## src/rtl/mips_pkg.sv

```systemverilog
// Shared MIPS decode definitions for the pipeline hazard controller: opcode/funct
// constants, timing encodings and a per-stage instruction decode function.
package mips_pkg;

  localparam logic [5:0] OP_RTYPE = 6'h00;
  localparam logic [5:0] OP_J     = 6'h02;
  localparam logic [5:0] OP_JAL   = 6'h03;
  localparam logic [5:0] OP_BEQ   = 6'h04;
  localparam logic [5:0] OP_BNE   = 6'h05;
  localparam logic [5:0] OP_ADDI  = 6'h08;
  localparam logic [5:0] OP_ADDIU = 6'h09;
  localparam logic [5:0] OP_SLTI  = 6'h0a;
  localparam logic [5:0] OP_SLTIU = 6'h0b;
  localparam logic [5:0] OP_ANDI  = 6'h0c;
  localparam logic [5:0] OP_ORI   = 6'h0d;
  localparam logic [5:0] OP_XORI  = 6'h0e;
  localparam logic [5:0] OP_LUI   = 6'h0f;
  localparam logic [5:0] OP_LB    = 6'h20;
  localparam logic [5:0] OP_LH    = 6'h21;
  localparam logic [5:0] OP_LW    = 6'h23;
  localparam logic [5:0] OP_LBU   = 6'h24;
  localparam logic [5:0] OP_LHU   = 6'h25;
  localparam logic [5:0] OP_SB    = 6'h28;
  localparam logic [5:0] OP_SH    = 6'h29;
  localparam logic [5:0] OP_SW    = 6'h2b;

  localparam logic [5:0] FN_SLL   = 6'h00;
  localparam logic [5:0] FN_SRL   = 6'h02;
  localparam logic [5:0] FN_SRA   = 6'h03;
  localparam logic [5:0] FN_SLLV  = 6'h04;
  localparam logic [5:0] FN_SRLV  = 6'h06;
  localparam logic [5:0] FN_SRAV  = 6'h07;
  localparam logic [5:0] FN_JR    = 6'h08;
  localparam logic [5:0] FN_MFHI  = 6'h10;
  localparam logic [5:0] FN_MTHI  = 6'h11;
  localparam logic [5:0] FN_MFLO  = 6'h12;
  localparam logic [5:0] FN_MTLO  = 6'h13;
  localparam logic [5:0] FN_MULT  = 6'h18;
  localparam logic [5:0] FN_MULTU = 6'h19;
  localparam logic [5:0] FN_DIV   = 6'h1a;
  localparam logic [5:0] FN_DIVU  = 6'h1b;
  localparam logic [5:0] FN_ADD   = 6'h20;
  localparam logic [5:0] FN_ADDU  = 6'h21;
  localparam logic [5:0] FN_SUB   = 6'h22;
  localparam logic [5:0] FN_SUBU  = 6'h23;
  localparam logic [5:0] FN_AND   = 6'h24;
  localparam logic [5:0] FN_OR    = 6'h25;
  localparam logic [5:0] FN_XOR   = 6'h26;
  localparam logic [5:0] FN_NOR   = 6'h27;
  localparam logic [5:0] FN_SLT   = 6'h2a;
  localparam logic [5:0] FN_SLTU  = 6'h2b;

  // Cycles until a result exists (measured from E) / until an operand is needed (from D).
  typedef enum logic [1:0] {TNEW_0 = 2'd0, TNEW_1 = 2'd1, TNEW_2 = 2'd2} tnew_t;
  typedef enum logic [1:0] {TUSE_0 = 2'd0, TUSE_1 = 2'd1, TUSE_2 = 2'd2} tuse_t;
  typedef enum logic [1:0] {FWD_RF = 2'd0, FWD_M = 2'd1, FWD_W = 2'd2} fwd_sel_t;

  typedef struct packed {
    logic [4:0] dest;
    logic       rs_used;
    logic       rt_used;
    tuse_t      tuse_rs;
    tuse_t      tuse_rt;
    tnew_t      tnew;
    logic       is_md;
    logic       is_hilo;
    logic       is_div;
    logic       is_store;
  } dec_t;

  function automatic dec_t decode(input logic [31:0] instr);
    dec_t       d;
    logic [5:0] op;
    logic [5:0] fn;
    op = instr[31:26];
    fn = instr[5:0];
    d  = '0;
    case (op)
      OP_RTYPE: begin
        case (fn)
          FN_ADD, FN_ADDU, FN_SUB, FN_SUBU, FN_AND, FN_OR, FN_XOR, FN_NOR,
          FN_SLT, FN_SLTU, FN_SLLV, FN_SRLV, FN_SRAV: begin
            d.dest    = instr[15:11];
            d.rs_used = 1'b1;
            d.rt_used = 1'b1;
            d.tuse_rs = TUSE_1;
            d.tuse_rt = TUSE_1;
            d.tnew    = TNEW_1;
          end
          FN_SLL, FN_SRL, FN_SRA: begin
            d.dest    = instr[15:11];
            d.rt_used = 1'b1;
            d.tuse_rt = TUSE_1;
            d.tnew    = TNEW_1;
          end
          FN_JR: begin
            d.rs_used = 1'b1;
            d.tuse_rs = TUSE_0;
          end
          FN_MFHI, FN_MFLO: begin
            d.dest    = instr[15:11];
            d.tnew    = TNEW_1;
            d.is_hilo = 1'b1;
          end
          FN_MTHI, FN_MTLO: begin
            d.rs_used = 1'b1;
            d.tuse_rs = TUSE_1;
            d.is_hilo = 1'b1;
          end
          FN_MULT, FN_MULTU, FN_DIV, FN_DIVU: begin
            d.rs_used = 1'b1;
            d.rt_used = 1'b1;
            d.tuse_rs = TUSE_1;
            d.tuse_rt = TUSE_1;
            d.is_md   = 1'b1;
            d.is_div  = (fn == FN_DIV) || (fn == FN_DIVU);
          end
          default: ;
        endcase
      end
      OP_BEQ, OP_BNE: begin
        d.rs_used = 1'b1;
        d.rt_used = 1'b1;
        d.tuse_rs = TUSE_0;
        d.tuse_rt = TUSE_0;
      end
      OP_ADDI, OP_ADDIU, OP_SLTI, OP_SLTIU, OP_ANDI, OP_ORI, OP_XORI: begin
        d.dest    = instr[20:16];
        d.rs_used = 1'b1;
        d.tuse_rs = TUSE_1;
        d.tnew    = TNEW_1;
      end
      OP_LUI: begin
        d.dest = instr[20:16];
        d.tnew = TNEW_1;
      end
      OP_LB, OP_LH, OP_LW, OP_LBU, OP_LHU: begin
        d.dest    = instr[20:16];
        d.rs_used = 1'b1;
        d.tuse_rs = TUSE_1;
        d.tnew    = TNEW_2;
      end
      OP_SB, OP_SH, OP_SW: begin
        d.rs_used  = 1'b1;
        d.rt_used  = 1'b1;
        d.tuse_rs  = TUSE_1;
        d.tuse_rt  = TUSE_2;
        d.is_store = 1'b1;
      end
      OP_JAL: begin
        d.dest = 5'd31;
        d.tnew = TNEW_0;
      end
      default: ;
    endcase
    return d;
  endfunction

  function automatic tnew_t tnew_after(input tnew_t t);
    return (t == TNEW_2) ? TNEW_1 : TNEW_0;
  endfunction

  function automatic logic tnew_gt(input tnew_t tnew, input tuse_t tuse);
    logic [1:0] a;
    logic [1:0] b;
    a = tnew;
    b = tuse;
    return a > b;
  endfunction

  // $0 is hardwired, so it never creates a dependency.
  function automatic logic reg_hit(input logic [4:0] dest, input logic [4:0] src);
    return (dest != 5'd0) && (dest == src);
  endfunction

  function automatic fwd_sel_t fwd_pick(input logic used, input logic [4:0] src,
                                        input logic [4:0] m_dest, input tnew_t m_tnew,
                                        input logic [4:0] w_dest);
    if (!used) return FWD_RF;
    if (reg_hit(m_dest, src) && (m_tnew == TNEW_0)) return FWD_M;
    if (reg_hit(w_dest, src)) return FWD_W;
    return FWD_RF;
  endfunction

endpackage

```

## src/rtl/md_busy_timer.sv

```systemverilog
// Mult/div unit busy countdown; busy covers the start cycle plus the loaded count.
module md_busy_timer #(
  parameter int unsigned MULT_CYCLES = 5,
  parameter int unsigned DIV_CYCLES  = 10
) (
  input  logic clk,
  input  logic reset,
  input  logic start,
  input  logic is_div,
  output logic busy
);

  localparam int unsigned MAX_CYCLES = (MULT_CYCLES > DIV_CYCLES) ? MULT_CYCLES : DIV_CYCLES;
  localparam int unsigned CNT_W      = (MAX_CYCLES < 2) ? 1 : $clog2(MAX_CYCLES + 1);

  logic [CNT_W-1:0] cnt_q;
  logic [CNT_W-1:0] cnt_d;

  // A start always reloads, even if a previous operation is still counting.
  always_comb begin
    cnt_d = cnt_q;
    if (start) begin
      cnt_d = is_div ? CNT_W'(DIV_CYCLES - 1) : CNT_W'(MULT_CYCLES - 1);
    end else if (cnt_q != '0) begin
      cnt_d = cnt_q - CNT_W'(1);
    end
  end

  always_ff @(posedge clk) begin
    if (reset) begin
      cnt_q <= '0;
    end else begin
      cnt_q <= cnt_d;
    end
  end

  assign busy = start | (cnt_q != '0);

endmodule

```

## src/rtl/hazard_ctrl.sv

```systemverilog
// Hazard/sequencing controller for the 5-stage MIPS pipeline: stalls, ID/EX flush,
// forwarding selects and MDU busy tracking. Optional HAZ_PERF_CNT_EN adds a stall counter.
module hazard_ctrl
  import mips_pkg::*;
#(
  parameter int unsigned MULT_CYCLES = 5,
  parameter int unsigned DIV_CYCLES  = 10
) (
  input  logic        clk,
  input  logic        reset,
  input  logic [31:0] instr_D,
  input  logic [31:0] instr_E,
  input  logic [31:0] instr_M,
  input  logic [31:0] instr_W,
  output logic        stall_F,
  output logic        stall_D,
  output logic        flush_E,
  output logic [1:0]  fwd_rs_D,
  output logic [1:0]  fwd_rt_D,
  output logic [1:0]  fwd_rs_E,
  output logic [1:0]  fwd_rt_E,
  output logic        fwd_rt_M,
  output logic        md_busy,
  output logic [31:0] stall_cnt
);

  dec_t       dec_d;
  dec_t       dec_e;
  dec_t       dec_m;
  dec_t       dec_w;
  tnew_t      tnew_m;
  logic [4:0] rs_d;
  logic [4:0] rt_d;
  logic [4:0] rs_e;
  logic [4:0] rt_e;
  logic [4:0] rt_m;
  logic       stall_rs_d;
  logic       stall_rt_d;
  logic       stall_md;
  logic       stall;

  always_comb begin
    dec_d  = decode(instr_D);
    dec_e  = decode(instr_E);
    dec_m  = decode(instr_M);
    dec_w  = decode(instr_W);
    tnew_m = tnew_after(dec_m.tnew);
    rs_d   = instr_D[25:21];
    rt_d   = instr_D[20:16];
    rs_e   = instr_E[25:21];
    rt_e   = instr_E[20:16];
    rt_m   = instr_M[20:16];
  end

  md_busy_timer #(
    .MULT_CYCLES(MULT_CYCLES),
    .DIV_CYCLES (DIV_CYCLES)
  ) u_md_busy_timer (
    .clk   (clk),
    .reset (reset),
    .start (dec_e.is_md),
    .is_div(dec_e.is_div),
    .busy  (md_busy)
  );

  // A D-stage source must wait if a producer in E or M cannot deliver before it is used.
  always_comb begin
    stall_rs_d = dec_d.rs_used &&
                 ((reg_hit(dec_e.dest, rs_d) && tnew_gt(dec_e.tnew, dec_d.tuse_rs)) ||
                  (reg_hit(dec_m.dest, rs_d) && tnew_gt(tnew_m, dec_d.tuse_rs)));
    stall_rt_d = dec_d.rt_used &&
                 ((reg_hit(dec_e.dest, rt_d) && tnew_gt(dec_e.tnew, dec_d.tuse_rt)) ||
                  (reg_hit(dec_m.dest, rt_d) && tnew_gt(tnew_m, dec_d.tuse_rt)));
    stall_md   = (dec_d.is_md | dec_d.is_hilo) & md_busy;
    stall      = (stall_rs_d | stall_rt_d | stall_md) & ~reset;
  end

  assign stall_F = stall;
  assign stall_D = stall;
  assign flush_E = stall;

  always_comb begin
    fwd_rs_D = FWD_RF;
    fwd_rt_D = FWD_RF;
    fwd_rs_E = FWD_RF;
    fwd_rt_E = FWD_RF;
    fwd_rt_M = 1'b0;
    if (!reset) begin
      fwd_rs_D = fwd_pick(dec_d.rs_used, rs_d, dec_m.dest, tnew_m, dec_w.dest);
      fwd_rt_D = fwd_pick(dec_d.rt_used, rt_d, dec_m.dest, tnew_m, dec_w.dest);
      fwd_rs_E = fwd_pick(dec_e.rs_used, rs_e, dec_m.dest, tnew_m, dec_w.dest);
      fwd_rt_E = fwd_pick(dec_e.rt_used, rt_e, dec_m.dest, tnew_m, dec_w.dest);
      fwd_rt_M = dec_m.is_store & reg_hit(dec_w.dest, rt_m);
    end
  end

`ifdef HAZ_PERF_CNT_EN
  logic [31:0] stall_cnt_q;
  logic [31:0] stall_cnt_d;

  always_comb begin
    stall_cnt_d = stall ? stall_cnt_q + 32'd1 : stall_cnt_q;
  end

  always_ff @(posedge clk) begin
    if (reset) begin
      stall_cnt_q <= '0;
    end else begin
      stall_cnt_q <= stall_cnt_d;
    end
  end

  assign stall_cnt = stall_cnt_q;
`else
  assign stall_cnt = '0;
`endif

endmodule

```

## config.mk

```make
export PLATFORM = sky130hd
export DESIGN_NAME = hazard_ctrl
export DESIGN_NICKNAME = d
export VERILOG_FILES = /design/src/rtl/mips_pkg.sv /design/src/rtl/md_busy_timer.sv /design/src/rtl/hazard_ctrl.sv
export SDC_FILE = /design/constraint.sdc
export NUM_CORES = 1
export LEC_CHECK = 0
export CORE_MARGIN = 2
export CORE_UTILIZATION = 31
export CTS_BUF_LIST = sky130_fd_sc_hd__clkbuf_4
export DETAILED_ROUTE_END_ITERATION = 7
export PLACE_DENSITY = 0.91
export SYNTH_ARGS = -nofsm -noshare
export SYNTH_HDL_FRONTEND = slang
export SYNTH_SLANG_ARGS = --single-unit
```

## constraint.sdc

```tcl
create_clock -name clk -period 3.3 [get_ports clk]
set_input_delay 0.495 -clock clk [delete_from_list [all_inputs] [get_ports clk]]
set_output_delay 0.495 -clock clk [all_outputs]
set_load 0.05 [all_outputs]
```

### Metal 1

Drawn at 4 px/um. Supply wires on this layer in gray.
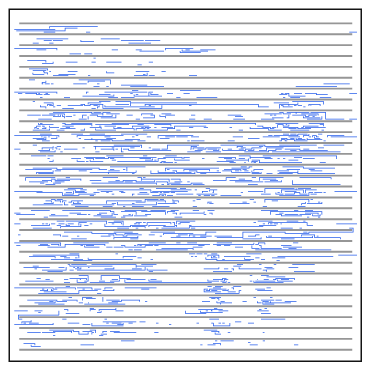
longest straight run = 35.9 um
share of all routed wire = 35%
main direction = horizontal

### Met2 routing

Drawn at 3 px/um. Cells faint in the background.
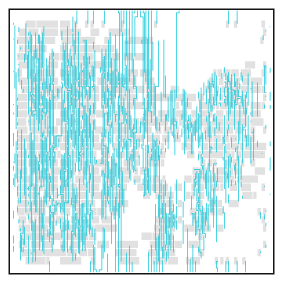
wire length on this layer = 5300 um
longest straight run = 32.8 um
main direction = vertical

==> results.py <==
# Flow results
metrics = {
    "status": {
        "status": "finished with violations",
        "violations": "setup timing",
    },
    "drt": {
        "via_per_inst": 5.207,
        "dr.pass1.iters": 4,
        "routed-via-count": 3098,
        "ant_nets": 0,
        "drc_errors": 0,
    },
    "timing": {
        "tns_ns": -1.181,
        "hold_violations": 0,
        "fmax_mhz": 270.7,
        "final-setup-viol-count": 3,
        "fin_ws_ns": -0.3939,
        "tightest_slew_ns": 0.5155,
        "fin_crit_ns": 3.694,
        "maxSlewHeadroom_pct": 65.63,
    },
    "worst_setup_path": {
        "cp-endpoint": "stall_F",
        "cp.arrival_ns": 3.20,
        "crit_start": "instr_E[30]",
        "cp-start-kind": "input port",
        "worstSetupPathType": "in -> out",
        "crit_path_end_kind": "output port",
    },
    "floorplan": {
        "fp.dieW_um": 87.66,
        "io_pins": 175,
    },
    "yosys": {
        "synth-edff-count": 0,
        "netlist_area_mm2": 0.002170,
        "ys.flops": 4,
        "yosys-stat-cells": 313,
    },
    "hold_path": {
        "hold_start": "u_md_busy_timer.cnt_q[3]",
    },
    "cts": {
        "clk_pin_slew_worst_paths_ns": 0.04,
        "clock_path_buffers": 2,
        "cts_tree": "done",
        "cts.root.buffer_cell": "clkbuf_4",
    },
    "grt": {
        "grt_max_degree": 8,
        "track_usage_pct": 22.76,
        "antenna_found_initial": 0,
        "overflow": 0,
    },
    "place": {
        "gp_congestion": 0.9045,
        "dp_hpwl_mm": 7.208,
    },
    "final_layout": {
        "nets": 637,
        "largest_reg_flops": 4,
    },
}
### M3 wires

Drawn at 4 px/um.
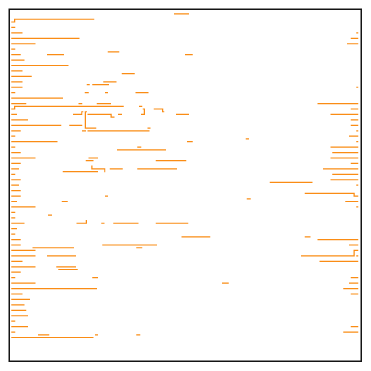
longest straight run = 27.1 um
nets with wire on the layer = 130

### Metal 4

Drawn at 4 px/um. Supply wires on this layer in gray.
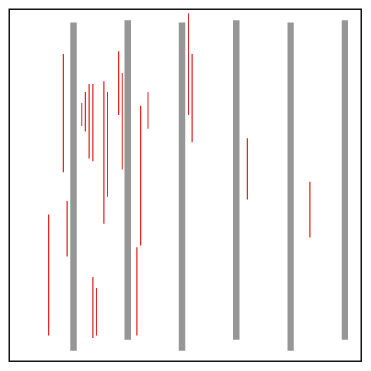
main direction = vertical
wire length on this layer = 393 um
share of all routed wire = 4.1%
longest straight run = 35.4 um

==> critical path, stage by stage <==
cell and delay, ns:
buf_6 0.09, or4_4 0.53, or3_4 0.36, a21oi_4 0.35, nor2_2 0.08, ha_1 0.28, a21oi_1 0.07, o211ai_1 0.11
o22ai_1 0.12, a2111o_2 0.52, buf_12 0.18
==> area by class of cell <==
| class | count | area (um2) | share of cell area [%] |
|---|---|---|---|
| clock buffers | 3 | 22.52 | 0.5103 |
| flip-flops and latches | 4 | 80.08 | 1.815 |
| repair buffers | 195 | 1863 | 42.22 |
| well taps | 96 | 120.1 | 2.722 |
| inverters | 17 | 63.81 | 1.446 |
| multi-input cells | 280 | 2263 | 51.29 |
==> synth_stat cells, types with 7 or more instances <==
cell / n / area share, %
nand4_1: 10 / 2.9
xor2_1: 23 / 9.3
o21ai_0: 13 / 3.0
nor2_1: 26 / 4.5
clkbuf_1: 7 / 1.2
nand2_1: 16 / 2.8
nor3_1: 9 / 2.1
inv_1: 17 / 2.9
xnor2_1: 32 / 13
a221o_1: 10 / 4.6
a21oi_1: 12 / 2.8
buf_4: 34 / 12
nor4_1: 11 / 3.2
==> metal layers <==
layer  part of all wire, %  vias to the layer above  routed length [um]  global-route usage (%)
li1                      -                     1455                   -                       -
met5                     0                        -                   0                       0
met4                   4.1                        0                 393                   12.03
met3                   6.5                       41                 635                   4.147
met1                    35                     1431                3370                   22.57
met2                    55                      171                5300                   44.28
==> layout by cell type, fill, tap and decap left out, types with 13 or more instances in the layout <==
cell type,n
xnor2_1,29
conb_1,32
nand2_1,15
nor2_1,23
buf_4,84
buf_12,13
buf_6,15
inv_1,16
clkdlybuf4s50_1,64
xor2_1,22
==> logic make-up (layout without fill, tap and decap cells) <==
family,Yosys count,after routing,synth area share [%]
AOI/OAI and AO/OA,72,72,24.40
buffers and inverters,60,215,16.26
other,1,32,0.1728
adders and majority gates,6,6,3.460
xor gates and xnor gates,55,55,22.20
DFF,4,4,3.691
muxes,2,2,0.9228
and+or+nand+nor,113,113,28.89
==> how the worst min path moves through the flow <==
stage,to,slack [ns]
final,u_md_busy_timer.cnt_q[3],0.57
after global routing,u_md_busy_timer.cnt_q[1],0.62
after CTS,u_md_busy_timer.cnt_q[3],0.58
after detailed placement,u_md_busy_timer.cnt_q[3],0.56
after global placement,u_md_busy_timer.cnt_q[1],0.54
after floorplan,u_md_busy_timer.cnt_q[3],0.53
==> metrics by stage <==
step	util, %	total power, mW	instances	worst slack (ns)	instance area [um2]
floorplan	-	0.4747	344	-0.2234	2335
global placement	56.91	0.7311	572	-0.4981	3866
detailed placement	56.91	0.7634	572	-0.5938	3866
CTS	61.47	0.8638	586	-0.3580	4177
global route	64.95	0.9674	595	-0.4917	4413
finish	64.95	0.9059	595	-0.3939	4413
==> power breakdown <==
part	internal [mW]	total, mW	switching [mW]
clock network	0.0408	0.0620	0.0213
logic	0.358	0.762	0.403
registers	0.0680	0.0823	0.0143
==> what timing repair did <==
| action | 4_1_cts | 5_1_grt |
|---|---|---|
| setup buffers | 13 | 10 |
| resized | 121 | 49 |
| pin swaps | 44 | 27 |
| endpoints found under the setup margin | 12 | 11 |
Power figures rest on the tool's default switching activity, not on a simulated workload.
